**src/rtl/axis_rr_scheduler.sv**
```systemverilog
// Four-input round-robin AXI-Stream scheduler; each grant carries up to BURST_LENGTH words.
// Optional AXIS_RR_SCHEDULER_TLAST_EN adds m_axis_tlast on the final word of every grant.
module axis_rr_scheduler #(
  parameter int AXIS_TDATA_WIDTH = 32,
  parameter int BURST_LENGTH     = 16
) (
  input  logic                          aclk,
  input  logic                          aresetn,
  input  logic [4*AXIS_TDATA_WIDTH-1:0] s_axis_tdata,
  input  logic [3:0]                    s_axis_tvalid,
  output logic [3:0]                    s_axis_tready,
  output logic [AXIS_TDATA_WIDTH-1:0]   m_axis_tdata,
  output logic [1:0]                    m_axis_tid,
  output logic                          m_axis_tvalid,
`ifdef AXIS_RR_SCHEDULER_TLAST_EN
  output logic                          m_axis_tlast,
`endif
  input  logic                          m_axis_tready
);

  localparam int          W        = AXIS_TDATA_WIDTH;
  localparam logic [15:0] CNT_LAST = 16'(BURST_LENGTH - 1);
  localparam logic [0:0]  S_IDLE   = 1'b0;
  localparam logic [0:0]  S_GRANT  = 1'b1;

  logic [0:0]   state_q, state_d;
  logic [1:0]   grant_q, grant_d;
  logic [1:0]   last_q, last_d;
  logic [15:0]  cnt_q, cnt_d;
  logic [W-1:0] data_q, data_d;
  logic [1:0]   tid_q, tid_d;
  logic         valid_q, valid_d;

  logic         out_free, serving, accept, release_grant, burst_end, found;
  logic [1:0]   pick;
  logic [W-1:0] gdata;

  assign out_free      = ~valid_q | m_axis_tready;
  assign serving       = (state_q == S_GRANT) & out_free;
  assign accept        = serving & s_axis_tvalid[grant_q];
  assign release_grant = serving & ~s_axis_tvalid[grant_q];
  assign burst_end     = accept & (cnt_q == CNT_LAST);

  // Search starts one past the last grant; k == 4 wraps back to last_q itself.
  always_comb begin
    pick  = '0;
    found = 1'b0;
    for (int unsigned k = 1; k <= 4; k++) begin
      if (!found && s_axis_tvalid[last_q + 2'(k)]) begin
        pick  = last_q + 2'(k);
        found = 1'b1;
      end
    end
  end

  always_comb begin
    gdata = '0;
    for (int unsigned i = 0; i < 4; i++) begin
      if (grant_q == 2'(i)) gdata = s_axis_tdata[i*W +: W];
    end
  end

  always_comb begin
    s_axis_tready = '0;
    if (serving) s_axis_tready[grant_q] = 1'b1;
  end

  always_comb begin
    state_d = state_q;
    grant_d = grant_q;
    last_d  = last_q;
    cnt_d   = cnt_q;
    case (state_q)
      S_IDLE: begin
        if (found) begin
          state_d = S_GRANT;
          grant_d = pick;
          last_d  = pick;
          cnt_d   = '0;
        end
      end
      S_GRANT: begin
        if (release_grant || burst_end) begin
          state_d = S_IDLE;
          cnt_d   = '0;
        end else if (accept) begin
          cnt_d = cnt_q + 16'd1;
        end
      end
      default: state_d = S_IDLE;
    endcase
  end

`ifdef AXIS_RR_SCHEDULER_TLAST_EN
  logic         tlast_q, tlast_d;
  logic         hold_valid_q, hold_valid_d, hold_last_q, hold_last_d;
  logic [W-1:0] hold_data_q, hold_data_d;
  logic [1:0]   hold_tid_q, hold_tid_d;
  logic         push;

  // Accepted words wait one slot in the hold register so the grant's end is known
  // before the word leaves; a final word is flushed as soon as the output frees.
  assign push = hold_valid_q & out_free & (accept | hold_last_q | release_grant);

  always_comb begin
    hold_valid_d = hold_valid_q;
    hold_last_d  = hold_last_q;
    hold_data_d  = hold_data_q;
    hold_tid_d   = hold_tid_q;
    data_d       = data_q;
    tid_d        = tid_q;
    tlast_d      = tlast_q;
    valid_d      = valid_q & ~m_axis_tready;
    if (push) begin
      data_d  = hold_data_q;
      tid_d   = hold_tid_q;
      tlast_d = hold_last_q | release_grant;
      valid_d = 1'b1;
    end
    if (accept) begin
      hold_valid_d = 1'b1;
      hold_data_d  = gdata;
      hold_tid_d   = grant_q;
      hold_last_d  = burst_end;
    end else if (push) begin
      hold_valid_d = 1'b0;
    end
  end

  always_ff @(posedge aclk or negedge aresetn) begin
    if (!aresetn) begin
      tlast_q      <= 1'b0;
      hold_valid_q <= 1'b0;
      hold_last_q  <= 1'b0;
      hold_data_q  <= '0;
      hold_tid_q   <= '0;
    end else begin
      tlast_q      <= tlast_d;
      hold_valid_q <= hold_valid_d;
      hold_last_q  <= hold_last_d;
      hold_data_q  <= hold_data_d;
      hold_tid_q   <= hold_tid_d;
    end
  end

  assign m_axis_tlast = tlast_q;
`else
  always_comb begin
    data_d  = data_q;
    tid_d   = tid_q;
    valid_d = valid_q & ~m_axis_tready;
    if (accept) begin
      data_d  = gdata;
      tid_d   = grant_q;
      valid_d = 1'b1;
    end
  end
`endif

  always_ff @(posedge aclk or negedge aresetn) begin
    if (!aresetn) begin
      state_q <= S_IDLE;
      grant_q <= '0;
      last_q  <= 2'd3;
      cnt_q   <= '0;
      data_q  <= '0;
      tid_q   <= '0;
      valid_q <= 1'b0;
    end else begin
      state_q <= state_d;
      grant_q <= grant_d;
      last_q  <= last_d;
      cnt_q   <= cnt_d;
      data_q  <= data_d;
      tid_q   <= tid_d;
      valid_q <= valid_d;
    end
  end

  assign m_axis_tdata  = data_q;
  assign m_axis_tid    = tid_q;
  assign m_axis_tvalid = valid_q;

endmodule

```
**config.mk**
```make
export PLATFORM = sky130hd
export DESIGN_NAME = axis_rr_scheduler
export DESIGN_NICKNAME = d
export VERILOG_FILES = /design/src/rtl/axis_rr_scheduler.sv
export SDC_FILE = /design/constraint.sdc
export NUM_CORES = 1
export LEC_CHECK = 0
export ABC_AREA = 1
export CAP_MARGIN = 10
export CORE_ASPECT_RATIO = 1.2
export CORE_MARGIN = 2
export CORE_UTILIZATION = 30
export CTS_BUF_LIST = sky130_fd_sc_hd__clkbuf_8 sky130_fd_sc_hd__clkbuf_16
export DETAILED_ROUTE_END_ITERATION = 10
export PLACE_DENSITY = 0.68
export SYNTH_ARGS = -nofsm -noshare
export SYNTH_HDL_FRONTEND = slang
export SYNTH_SLANG_ARGS = --single-unit
```
**constraint.sdc**
```tcl
create_clock -name aclk -period 3 [get_ports aclk]
set_input_delay 0.6 -clock aclk [delete_from_list [all_inputs] [get_ports aclk]]
set_output_delay 0.6 -clock aclk [all_outputs]
set_load 0.01 [all_outputs]
```
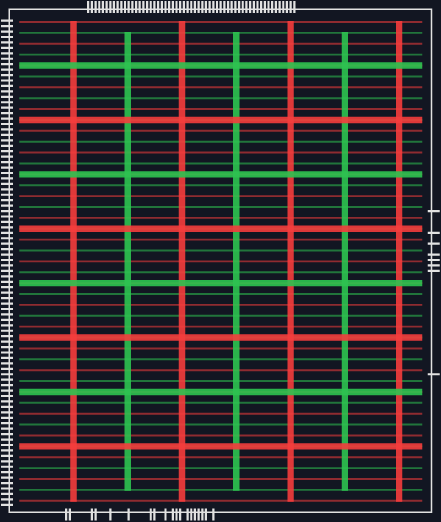
Run 1: supply network
Drawn at 4 px/um. Pins as bars on the die edge.
[VSS] red
[VDD] green
met5 straps: 8
rows: 44
signal pins: 174
DIE HEIGHT: 125 um
Die Width: 105 um
worst vdd ir: 0.346 mV

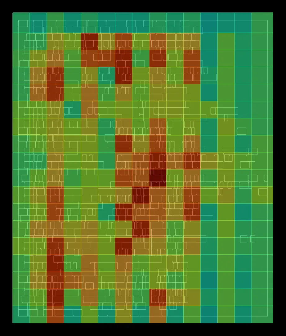
Run 1: track usage over the die
grt met1 use: 21.6%
GRT met3 Usage: 5.06%
busiest grt layer: met2

==> impl_metrics.toml, run 1 <==
# generated from flow reports
[power]
intPower_uw = 2610
power_clock_uw = 700
power_density_nw_per_um2 = 828
p_seq_uw = 1230
switching_share_pct = 44.9
comb-power_uw = 2820
switching_power_uw = 2130

[timing]
fmax_ghz = 0.373
drv_slew = 0

[global_route]
grt-ovfl-total = 0
grt_pass1_vias = 4191
grt.met2_usage_pct = 33.6
antenna_found_initial = 0
grt_pass1_wl_um = 20100

[detailed_routing]
top_layer = "met4"
wl_met1_um = 4870
totalWireLength_um = 12400
met2_wirelength_um = 6200
drc_errors = 0
wl_per_cell_um = 14.1
vias = 4274

[final_layout]
syn_to_final_growth_pct = 55.5
antenna_cells = 0
lay_top_count = "nand2_1"
layout-drive-gt1-share_pct = 5.31
fin_area_um2 = 5730
finish.utilization_pct = 47.5
nets = 850

[worst_setup_path]
worst-r2r-cell-count = 9
rr_startpoint = "cnt_q[0]"
endpoint_kind = "primary output"
slowest_stage = "clkdlybuf4s50_1"
reg2reg_slack_ns = 0.98
worstSetupPathType = "input port to primary output"

[die]
die_area_um2 = 13200
initCoreUtil_pct = 30.6
design.core.area_um2 = 12100

[outcome]
run_status = "finished clean"

[job]
drv_cap = 0

[cts]
cts.repair.resized = 0
clkSinkCount = 56
holdBufCountCts = 0

[worst_hold_path]
hold_path.class = "input port to asynchronous set/reset pin"

[synth]
xor_area_share_pct = 1.66
yosys-top-cells-area = "dfrtp_1 37%, nand2_1 22%, nand3_1 11%, o21ai_0 4.8%, a21oi_1 3.8%"
synth_top_cell_by_count = "nand2_1"
edf_count = 0
logic_family = "simple AND/OR/NAND/NOR gates"
syn-cell-area_um2 = 3680
yosysSeqAreaShare_pct = 38.1
synth-warning-count = 0
synthFlopType = "dfrtp_1"

[placement]
dp_cells = 868
place_area_um2 = 5550
portBuffers = 173
dp_hpwl_um = 9590
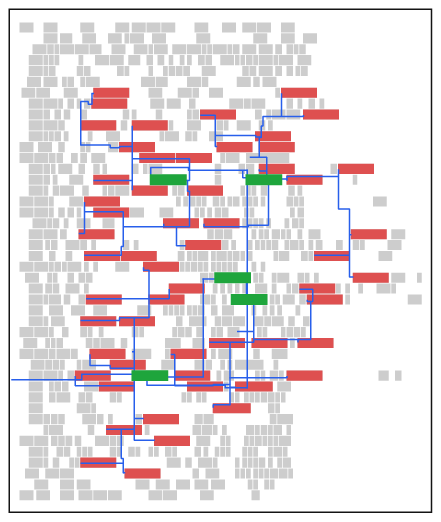
Run 1: clock wires, drivers and flops
Drawn at 4 px/um.
[clock wires] blue | length: 794 um
[clock-net drivers] green | count: 5
[flip-flops] red | count: 56
routed clock nets: 6
power share of the clock group: 14.7%
Final Skew: 0.00489 ns
Worst-Skew Late Latency: 0.30 ns

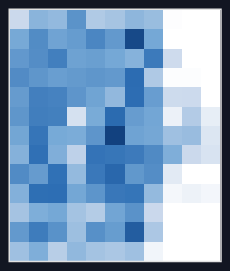
Run 1: cell density map
Drawn at 2 px/um. The die is cut into 11 by 13 equal tiles; white is low, dark blue is high, 0 to 100% covered.
tiles over 75% full: 5.6%
emptiest ninth of the die: bottom right
densest ninth of the die: middle

-- run 1: worst max-delay path: cells and delay by family --
family	cells	cell delay, ns
buffers and inverters	3	1.05
and+or+nand+nor	3	0.43
-- run 1: final cells by class --
| cell class | count | area, um2 |
|---|---|---|
| Multi-Input combinational cell | 447 | 2060 |
| Clock buffer | 6 | 139 |
| Fill cell | 1205 | 6330 |
| Timing Repair Buffer | 182 | 1810 |
| Clock inverter | 2 | 38.8 |
| Inverter | 22 | 85.1 |
| Tap cell | 161 | 201 |
| Sequential cell | 56 | 1400 |
-- run 1: state kept, by name (all words and copies together), names as in the netlist --
register and count:
cnt_q 16, grant_q 2, last_q 2, m_axis_tdata 32, m_axis_tid 2, m_axis_tvalid 1, state_q 1
==> run 1 -> run 2 <==
--- a/config.mk
+++ b/config.mk
@@ -9,10 +9,11 @@
 export CAP_MARGIN = 10
 export CORE_ASPECT_RATIO = 1.2
 export CORE_MARGIN = 2
-export CORE_UTILIZATION = 30
+export CORE_UTILIZATION = 50
 export CTS_BUF_LIST = sky130_fd_sc_hd__clkbuf_8 sky130_fd_sc_hd__clkbuf_16
 export DETAILED_ROUTE_END_ITERATION = 10
-export PLACE_DENSITY = 0.68
+export DONT_BUFFER_PORTS = 1
+export PLACE_DENSITY = 0.71
 export SYNTH_ARGS = -nofsm -noshare
 export SYNTH_HDL_FRONTEND = slang
 export SYNTH_SLANG_ARGS = --single-unit
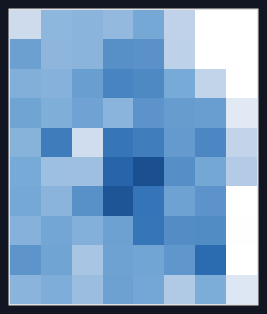
Run 2: cell density map
Drawn at 3 px/um. The die is cut into 8 by 10 equal tiles; white is low, dark blue is high, 0 to 100% covered.
fullest tile: 87%
emptiest ninth of the die: top right
tiles over 75% full: 5.0%
Core Area: 7190 um2
final core occ: 53.0%
FP Core Util: 51.3%

==> run 2 against run 1 <==
Against the previous run: area after synthesis is the same; global-route usage grew 6.9 points; non-clock buffer count shrank 176; die size shrank 39%; register-to-register slack lost 0.18 ns; wire length shrank 21%; cell area shrank 34%; first-iteration DRC count grew 9.0%; final cell count shrank 28%; utilization grew 5.4 points; largest cell class unchanged; synthesized cell count is the same.
==> impl_metrics.toml, run 2 <==
# generated from flow reports
[worst_setup_path]
path_buffers = 2
worst-r2r-cell-count = 5
endpoint_kind = "register"
worstSetupPathType = "register to register"
cp_top_family = "buffers and inverters"
rr_startpoint = "grant_q[0]"
slowest_stage = "inv_1"
worst-path-stages = 5

[placement]
portBuffers = 0

[timing]
fmax_ghz = 0.456
drv_slew = 0

[power]
ir_drop_mv = 0.466
p_seq_uw = 1400
power_clock_uw = 413
switching_power_uw = 1940
p_clk_share_pct = 11.1
switching_share_pct = 51.9

[detailed_routing]
drc_errors = 0
top_layer = "met4"
wl_met1_um = 4130
totalWireLength_um = 9750
vias = 3603
met2_wirelength_um = 4620

[synth]
yosys-top-cells-area = "dfrtp_1 37%, nand2_1 22%, nand3_1 11%, o21ai_0 4.8%, a21oi_1 3.8%"
yosysSeqAreaShare_pct = 38.1
synth-warning-count = 0
synth_top_cell_by_count = "nand2_1"
logic_family = "simple AND/OR/NAND/NOR gates"
edf_count = 0
syn-cell-area_um2 = 3680

[job]
drv_cap = 0

[die]
die_w_um = 82.4
die_area_um2 = 8080
tapCellCount = 90

[global_route]
grt_pass1_vias = 3424
grt-ovfl-total = 0
grt-busiest-layer = "met2"
grt_util_met3_pct = 7.21
antenna_found_initial = 0
use_met1_pct = 34.7

[final_layout]
layout-drive-gt1-share_pct = 5.95
buffers = 6
syn_to_final_growth_pct = 3.33
clock_area_share_pct = 2.23
lay_top_count = "nand2_1"
ff_count = 56
n_all_inverters = 22
comb_share_pct = 54.0
buffer_area_share_pct = 1.71
fillers = 725
largest_cell_class = "multi-input combinational cells"

[outcome]
run_status = "finished clean"

[worst_hold_path]
hold_path.class = "input port to asynchronous set/reset pin"

[cts]
clk_latency_ns = 0.31
clkSinkCount = 56
[run 2: cell counts after synthesis]
Identical to the previous run, type by type.
[run 2: worst min-delay path by stage]
stage	startpoint	to	slack [ns]	cells after the start
after floorplan	aresetn	cnt_q[0]	0.30	0
after global placement	aresetn	m_axis_tid[0]	0.31	0
after detailed placement	aresetn	grant_q[1]	0.31	0
after CTS	aresetn	last_q[1]	0.11	0
after global routing	aresetn	last_q[1]	0.10	0
final	aresetn	last_q[1]	0.12	0
[run 2: stage by stage]
stage          cell area (um2)  instances
6_report                  3810        628
5_1_grt                   3810        628
4_1_cts                   3810        628
3_5_place_dp              3690        620
3_3_place_gp              3690        620
2_1_floorplan             3680        556
[run 2: timing repair]
item,in CTS,in global routing
hold buffers,1,0
gates resized,0,0
hold endpoints to repair,54,0
No activity file was given, so power comes from the tool's default toggle rates.
